### config.mk
export PLATFORM = sky130hd
export DESIGN_NAME = seg_display_mux
export DESIGN_NICKNAME = d
export VERILOG_FILES = /design/src/rtl/seg_display_mux.sv
export SDC_FILE = /design/constraint.sdc
export NUM_CORES = 1
export LEC_CHECK = 0
export CORE_AREA = 2 2 88 90
export DETAILED_ROUTE_END_ITERATION = 6
export DIE_AREA = 0 0 90 92
export PLACE_DENSITY = 0.68
export SLEW_MARGIN = 20
export SYNTH_ARGS = -nofsm -noshare
export SYNTH_HDL_FRONTEND = slang
export SYNTH_SLANG_ARGS = --single-unit
### constraint.sdc
create_clock -name clk -period 3 [get_ports clk]
set_input_delay 0.6 -clock clk [delete_from_list [all_inputs] [get_ports clk]]
set_output_delay 0.6 -clock clk [all_outputs]
set_load 0.01 [all_outputs]
### src/rtl/seg_display_mux.sv
// Time-multiplexes four BCD stopwatch digits onto a common-anode 4-digit 7-segment display.
// The minutes or seconds pair selected by sel blinks while adjust mode is active.
module seg_display_mux #(
   parameter int REFRESH_DIV = 100000,
   parameter int BLINK_DIV   = 25000000
) (
   input  logic       clk,
   input  logic       reset,
   input  logic [2:0] min1,
   input  logic [3:0] min2,
   input  logic [2:0] sec1,
   input  logic [3:0] sec2,
   input  logic       adj,
   input  logic       sel,
   output logic [3:0] an,
   output logic [6:0] seg,
   output logic       dp
);

   localparam int RW = (REFRESH_DIV > 1) ? $clog2(REFRESH_DIV) : 1;
   localparam int BW = (BLINK_DIV > 1) ? $clog2(BLINK_DIV) : 1;
   localparam logic [RW-1:0] REF_LAST   = RW'(REFRESH_DIV - 1);
   localparam logic [BW-1:0] BLINK_LAST = BW'(BLINK_DIV - 1);

   logic [RW-1:0] refresh_cnt_q, refresh_cnt_d;
   logic [1:0]    idx_q, idx_d;
   logic [BW-1:0] blink_cnt_q, blink_cnt_d;
   logic          blink_phase_q, blink_phase_d;
   logic [3:0]    an_q, an_d;
   logic [6:0]    seg_q, seg_d;
   logic          dp_q, dp_d;

   logic          ref_wrap;
   logic          blank;
   logic [3:0]    digit;
   logic [3:0]    an_slot;
   logic [6:0]    seg_dec;

   always_comb begin
      ref_wrap      = (refresh_cnt_q == REF_LAST);
      refresh_cnt_d = ref_wrap ? '0 : refresh_cnt_q + 1'b1;
      idx_d         = ref_wrap ? idx_q + 2'd1 : idx_q;

      // Leaving adjust mode clears the blink state so re-entry starts with a visible half-period.
      blink_cnt_d   = '0;
      blink_phase_d = 1'b0;
      if (adj) begin
         if (blink_cnt_q == BLINK_LAST) begin
            blink_cnt_d   = '0;
            blink_phase_d = ~blink_phase_q;
         end else begin
            blink_cnt_d   = blink_cnt_q + 1'b1;
            blink_phase_d = blink_phase_q;
         end
      end
   end

   always_comb begin
      digit   = sec2;
      an_slot = 4'b1110;
      case (idx_q)
         2'd0: begin digit = sec2;         an_slot = 4'b1110; end
         2'd1: begin digit = {1'b0, sec1}; an_slot = 4'b1101; end
         2'd2: begin digit = min2;         an_slot = 4'b1011; end
         2'd3: begin digit = {1'b0, min1}; an_slot = 4'b0111; end
         default: begin digit = sec2;      an_slot = 4'b1110; end
      endcase

      case (digit)
         4'd0:    seg_dec = 7'b1000000;
         4'd1:    seg_dec = 7'b1111001;
         4'd2:    seg_dec = 7'b0100100;
         4'd3:    seg_dec = 7'b0110000;
         4'd4:    seg_dec = 7'b0011001;
         4'd5:    seg_dec = 7'b0010010;
         4'd6:    seg_dec = 7'b0000010;
         4'd7:    seg_dec = 7'b1111000;
         4'd8:    seg_dec = 7'b0000000;
         4'd9:    seg_dec = 7'b0010000;
         default: seg_dec = 7'b0111111;
      endcase

      // idx[1] set means a minutes slot (2,3); clear means a seconds slot (0,1).
      blank = adj & blink_phase_q & (sel ? ~idx_q[1] : idx_q[1]);
      an_d  = blank ? 4'b1111 : an_slot;
      seg_d = blank ? 7'b1111111 : seg_dec;
      dp_d  = blank | (idx_q != 2'd2);
   end

   always_ff @(posedge clk or posedge reset) begin
      if (reset) begin
         refresh_cnt_q <= '0;
         idx_q         <= 2'd0;
         blink_cnt_q   <= '0;
         blink_phase_q <= 1'b0;
         an_q          <= 4'b1111;
         seg_q         <= 7'b1111111;
         dp_q          <= 1'b1;
      end else begin
         refresh_cnt_q <= refresh_cnt_d;
         idx_q         <= idx_d;
         blink_cnt_q   <= blink_cnt_d;
         blink_phase_q <= blink_phase_d;
         an_q          <= an_d;
         seg_q         <= seg_d;
         dp_q          <= dp_d;
      end
   end

   assign an  = an_q;
   assign seg = seg_q;
   assign dp  = dp_q;

endmodule
==> run_1/clock_map.png <==
Scale bar: 20 um.
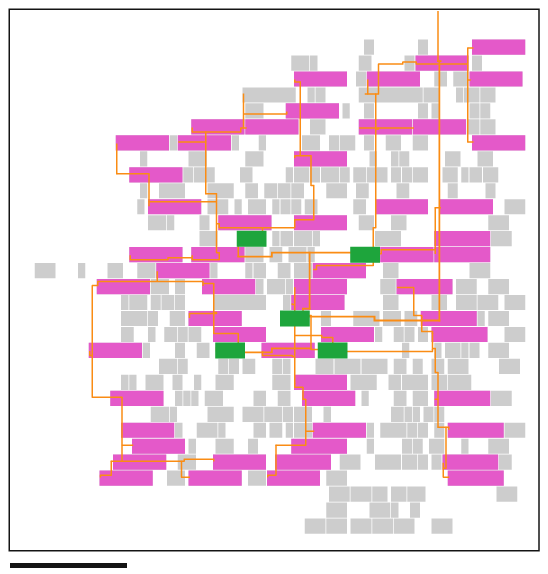
magenta -> flip-flops  # count 56
orange -> clock wires  # length 630 um
green -> cells driving clock nets  # count 5
flops lie = widely spread
routed clock nets = 6
clock latency on the worst-skew pair: 0.30 ns
Clock Power: 0.000592 W
clock skew: 0.00964 ns
clock share of power: 40.4%

==> run_1/registers.png <==
Other sequential cells in the stronger grey, the rest of the logic in the fainter grey.
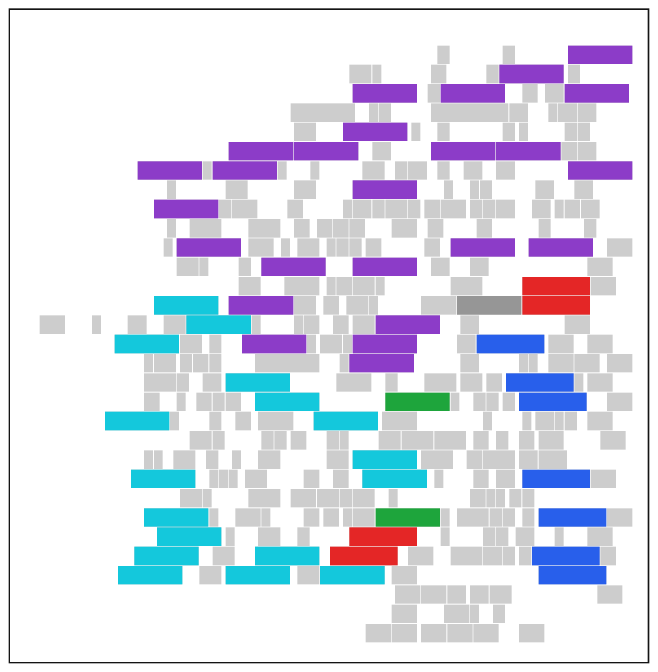
blue -> seg  # flops 7
purple -> blink_cnt_q  # flops 25
green -> idx_q  # flops 2
cyan -> refresh_cnt_q  # flops 17
red -> an  # flops 4
not coloured = 1

==> run_1/final_congestion.png <==
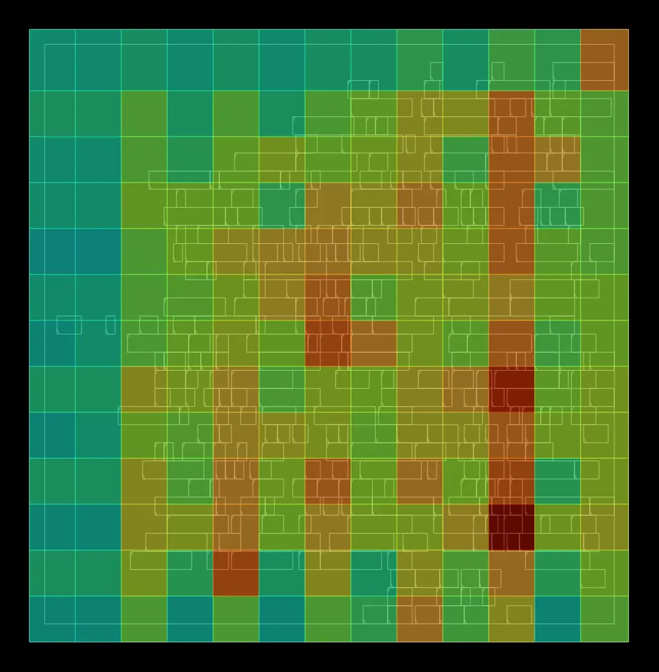
post-DR wirelength/cell: 13.2 um
fin util: 46.0%

==> run_1/pins.png <==
Pins as bars across the die edge, other pins in grey.
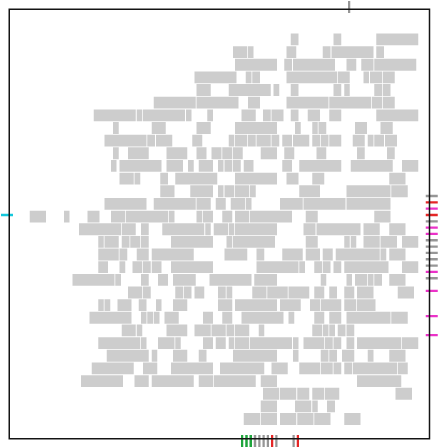
green -> sec1  # pins 3, direction input, edge bottom
red -> an  # pins 4, direction output, edge 2 right, 2 bottom
magenta -> seg  # pins 7, direction output, edge right
cyan -> reset  # pins 1, direction input, edge left
Die Span X: 90 um
# port buffers: 29
Die Y: 92 um

-- run 1: report_power, final --
group	internal, W	leakage, nW	switching [W]
Sequential	0.000771	0.727	0.00000514
Clock	0.000350	0.0747	0.000241
Combinational	0.0000484	0.598	0.0000495
Total	0.00117	1.40	0.000296
-- run 1: per-stage QoR --
stage / power [W] / cells / area [um^2]
final: 0.00147 / 422 / 3420
after global placement: 0.000888 / 414 / 3270
after detailed placement: 0.000890 / 414 / 3270
after floorplan: 0.000836 / 288 / 2870
after global routing: 0.00153 / 422 / 3420
after CTS: 0.00148 / 422 / 3420
-- run 1: metal layers --
layer | up-vias | track usage (%) | part of all wire, % | wire, um
met3 | 6 | 2.71 | 3.3 | 184
li1 | 1099 | - | - | -
met5 | - | 0 | 0 | 0
met4 | 0 | 4.87 | 1.4 | 76
met1 | 1097 | 19.1 | 47 | 2620
met2 | 37 | 24.9 | 48 | 2700
-- run 1: cell families after synthesis --
group           synth area share (%)
mux                            0.392
xor+xnor                        7.93
flops                           49.3
fa+ha+maj                       3.92
buf+inv                         3.57
simple gates                    23.9
compound gates                  11.0
-- run 1: flip-flops by register name (all words and copies together), names as in the netlist --
| register | count |
|---|---|
| idx_q | 2 |
| blink_phase_q | 1 |
| blink_cnt_q | 25 |
| seg | 7 |
| refresh_cnt_q | 17 |
| an | 4 |
-- run 1: worst max-delay path: cells and delay by family (launching register included) --
family | cells | cell delay (ns)
DFF | 1 | 0.40
and+or+nand+nor | 3 | 1.38
adders and majority gates | 1 | 0.26
AOI/OAI and AO/OA | 1 | 0.16
==> flow_summary.yaml, run 1 <==
# yosys + openroad results
sta:
  finalCritPeriodShare_pct: 75.9
  setup_slack_ns: 0.724
  fin_hold_ws_ns: 0.480
  min_period_ns: 2.28
  hold_viol_final: 0
  rsz0062_at_grt: "false"
  finalSetupViolations: 0
  max_slew_margin_pct: 49.9
  worstMarginPinSlew_ns: 0.745
  setup_tns_ns: 0
  fmax_ghz: 0.439
  finalMaxSlewViolations: 0
logic_synthesis:
  common_cells: "dfrtp_1, nor2_1, nand2_1, a21oi_1, nand3_1"
  synth.distinct_cells: 46
  ys_top_cells_by_area: "dfrtp_1, dfstp_2, xnor2_1, xor2_1, ha_1"
  edf_count: 0
  avgSynthCellArea_um2: 9.97
  ys_cells: 288
  postSynthNetCount: 315
  async_flop_share_pct: 100
  flop_cell: "dfrtp_1"
  synth_warnings: 0
  syn_area_um2: 2870
  top_area_cell: "dfrtp_1"
  synth.most_common_cell: "dfrtp_1"
  ys_area_um2: 2870
  yosys.stat.seqShare_pct: 49.3
  netlist_instances: 288
  ys_ff: 56
  yosysTopAreaCellShare_pct: 39.2
floorplan:
  fp.coreArea_um2: 7450
  pin_count: 30
  fp_util_pct: 38.6
  nWellTaps: 102
  chipArea_um2: 8280
  row_count: 32
power_and_ir_drop:
  ir_worst_vdd_uv: 187
  p_per_area_nw_per_um2: 428
  leakagePower_nw: 1.40
cells_and_area:
  clk_share_pct: 4.35
  comb_share_pct: 39.7
  fillerInstances: 721
  layout.area.comb_um2: 1360
  drive_above_1_share_pct: 11.9
  mostFrequentLayoutCell: "dfrtp_1"
  inverters: 14
  logic_gate_count: 209
  clock_buffers: 7
  nets: 346
  diodes: 0
  seqAreaFraction_pct: 41.3
  buffers: 33
  area_growth_pct: 19.2
  seq_cells: 56
  register_area_um2: 1420
  lay_top_cells: "dfrtp_1, clkdlybuf4s50_1, nor2_1, nand2_1, a21oi_1"
  bufAreaShareNonClock_pct: 9.36
  dominant_cells: "registers"
worst_hold_path:
  hold_class: "flip-flop to flip-flop"
  hold_depth: 1
  holdPathEnd: "refresh_cnt_q[0]"
  min_from: "refresh_cnt_q[0]"
setup_path:
  crit_start: "blink_cnt_q[0]"
  cp-end-kind: "flip-flop"
  max_stage_delay_ns: 0.72
  required_ns: 3.23
  cp.arrival_ns: 2.50
  r2r_setup_slack_ns: 0.72
  cp-endpoint: "blink_cnt_q[24]"
  reg2reg_depth: 5
  r2r_start: "blink_cnt_q[0]"
  cp_max_fo: 10
  reg2reg_to: "blink_cnt_q[24]"
  critPathKind: "flip-flop to flip-flop"
  cp_common_cell: "or4_1"
  crit_slowest_cell: "or4_1"
  start_kind: "flip-flop"
  cp_cell_sequence: "ha_1 > nand4_2 > or4_1 > or4_1 > a21oi_1"
clocking:
  cts_root_buffer: "clkbuf_8"
  cts-buffers-inserted: 5
  ctsResizeCount: 0
  post_cts_buffers: 0
  cts_tree: "done"
  cts.sinks: 56
  cts.clk_slew.worst_paths_ns: 0.10
  hold_buffers: 0
  h-tree-depth: 2
  max-clock-path-buffers: 2
run:
  openroad.warnings: 31
  max_cap_violations: 0
routing:
  via_per_inst: 5.31
  antenna_left: 0
  drt-initial-drc-count: 86
  wl_um: 5580
  vias: 2239
  drc_errors: 0
  dr.pass1.iters: 6
outcome:
  outcome: "finished, final reports clean"
global_routing:
  track_usage_pct: 14.7
  grt_pass1_wl_um: 10200
  antenna_found_initial: 0
  grt_max_degree: 57
  gr-total-overflow: 0
  grt_pass1_vias: 2241
placed_design:
  place_hpwl_um: 4020
  routabilityCongestion: 0.868
  dp_slack_ns: 0.622
--- run 2 (diff from run 1) ---
PLACE_DENSITY = 0.7   (was 0.68)
clock period = 1.9 ns   (was 3 ns; I/O delays follow)
==> run_2/final_congestion.png <==
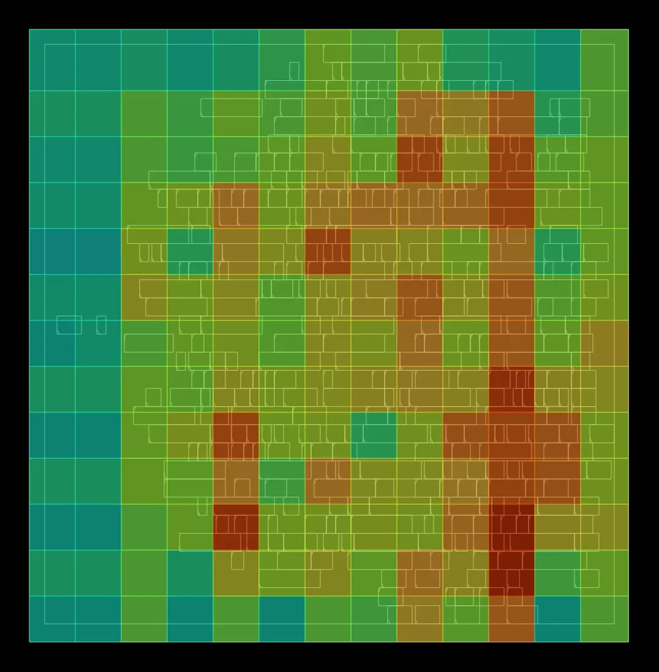
Total GRT Usage: 16.2%
GR peak layer: met2
met1 Use GR: 20.1%
post-DR wirelength/cell: 14.8 um

==> flow_summary.yaml, run 2 <==
# yosys + openroad results
global_routing:
  grt_max_degree: 24
  antenna_found_initial: 0
  gr-total-overflow: 0
  grt_pass1_vias: 2404
  grt_pass1_wl_um: 11100
power_and_ir_drop:
  clock_power_w: 0.000800
  swShare_pct: 21.8
  comb_power_share_pct: 9.7
  switchingPower_w: 0.000490
  leakagePower_nw: 1.65
  intPower_w: 0.00175
  p_per_area_nw_per_um2: 566
  seqPwrFrac_pct: 54.7
  pg_comb_w: 0.000218
  ir_worst_vdd_uv: 367
  pg_seq_w: 0.00123
  clockPowerShare_pct: 35.6
  top_power_group: "sequential cells"
  power.total_w: 0.00224
floorplan:
  chipArea_um2: 8280
  fp_util_pct: 38.6
  pin_count: 30
  dieWidth_um: 90
  row_count: 32
  dieHeight_um: 92
  fp.coreArea_um2: 7450
sta:
  hold_viol_final: 0
  max_slew_margin_pct: 69.3
  setup_slack_ns: -0.118
  skew_ns: 0.00517
  min_period_ns: 2.02
  worstMarginPinSlew_ns: 0.461
  setup_tns_ns: -0.540
  finalSetupViolations: 7
  fmax_ghz: 0.496
  finalMaxSlewViolations: 0
  finalCritPeriodShare_pct: 106
  rsz0062_at_grt: "true"
  fin_hold_ws_ns: 0.385
placed_design:
  io_buffer_count: 29
  place_area_um2: 3570
  routabilityCongestion: 0.948
  dp_cells: 448
  place_hpwl_um: 4750
  dp_slack_ns: -0.244
setup_path:
  path_buffers: 2
  start_kind: "flip-flop"
  cp_max_fo: 4
  cp_common_cell: "inv_4"
  cp.arrival_ns: 2.25
  cp-end-kind: "flip-flop"
  crit_slowest_cell: "dfrtp_2"
  worst-path-stages: 8
  max_stage_delay_ns: 0.46
  required_ns: 2.13
  critPathKind: "flip-flop to flip-flop"
  crit_family: "AND-OR/OR-AND gates"
  reg2reg_depth: 8
  cp_cell_sequence: "inv_4 > ha_4 > a222oi_1 > mux2_4 > inv_4 > ha_1 > nor3_2 > o21ai_1"
routing:
  vias: 2443
  antenna_left: 0
  drt-initial-drc-count: 77
  wl_um: 6880
  drc_errors: 0
  dr.pass1.iters: 5
  via_per_inst: 5.25
cells_and_area:
  post-route-util_pct: 53.2
  final_area_um2: 3960
  lay_top_cells: "dfrtp_1, buf_4, clkdlybuf4s50_1, nor2_1, nand2_1"
  diodes: 0
  area_growth_pct: 38.0
  nets: 389
  regMostFlops: "blink_cnt_q"
  fin_cells: 465
  largest_register_ffs: 25
  drive_above_1_share_pct: 32.2
logic_synthesis:
  synth_warnings: 0
  ys_top_cells_by_area: "dfrtp_1, dfstp_2, xnor2_1, xor2_1, ha_1"
  synth.distinct_cells: 46
  synth.most_common_cell: "dfrtp_1"
  postSynthNetCount: 315
  yosys.stat.seqShare_pct: 49.3
  edf_count: 0
  yosysTopAreaCellShare_pct: 39.2
  ys_ff: 56
  ys_area_um2: 2870
  avgSynthCellArea_um2: 9.97
  async_flop_share_pct: 100
  common_cells: "dfrtp_1, nor2_1, nand2_1, a21oi_1, nand3_1"
  ys_cells: 288
  syn_area_um2: 2870
  netlist_instances: 288
  flop_cell: "dfrtp_1"
  top_area_cell: "dfrtp_1"
clocking:
  cts_tree: "done"
  max-clock-path-buffers: 2
  cts.clk_slew.worst_paths_ns: 0.10
  h-tree-depth: 2
  clkLatencyLatePin_ns: 0.31
  cts-buffers-inserted: 5
  cts_root_buffer: "clkbuf_8"
  cts.sinks: 56
worst_hold_path:
  hold_class: "input port to asynchronous set/reset pin"
run:
  openroad.warnings: 33
  max_cap_violations: 0
outcome:
  outcome: "complete, but fails checks"
  violations: "negative setup slack"
## run 2: cell counts after synthesis
Identical to the previous run, type by type.
## run 2: kinds of logic after synthesis
logic type	synth area share [%]
mux	0.392
xor+xnor	7.93
fa+ha+maj	3.92
buf+inv	3.57
flops	49.3
compound gates	11.0
simple gates	23.9
## run 2: final cells by class
cell class,instances,area [um^2]
Clock buffer,6,82.6
Clock inverter,2,33.8
Fill cell,650,3480
Inverter,14,57.6
Multi-Input combinational cell,209,1570
Sequential cell,56,1420
Tap cell,102,128
Timing Repair Buffer,76,676
## run 2: repair_timing
| item | in CTS | in global routing |
|---|---|---|
| buffers inserted | 3 | 6 |
| setup endpoints to repair | 12 | 21 |
| resized | 18 | 37 |
| hold buffers | 0 | 0 |
| pin swaps | 2 | 16 |
## run 2: worst register-to-register path: stages (launching register included)
cell      delay [ns]
dfrtp_2         0.46
inv_4           0.06
ha_4            0.17
a222oi_1        0.45
mux2_4          0.29
inv_4           0.05
ha_1            0.21
nor3_2          0.14
o21ai_1         0.11
## run 2: routing by layer
metal / up-vias / wire length, um / global-route usage (%)
li1: 1183 / - / -
met3: 11 / 261 / 3.12
met2: 56 / 3580 / 28.8
met4: 0 / 92 / 4.49
met1: 1193 / 2950 / 20.1
met5: - / 0 / 0
## run 2: path summary, 6_finish.rpt
| kind | start | end | slack [ns] |
|---|---|---|---|
| worst max-delay path | idx_q[0] | seg[5] | -0.12 |
| worst min-delay path | reset | idx_q[1] | 0.39 |
| worst min register to register | refresh_cnt_q[0] | refresh_cnt_q[0] | 0.49 |
| worst max register to register | idx_q[0] | seg[5] | -0.12 |
| max in group asynchronous | reset | an[0] | 1.00 |
| min in group clk | refresh_cnt_q[0] | refresh_cnt_q[0] | 0.49 |
Power figures rest on the tool's default switching activity, not on a simulated workload.
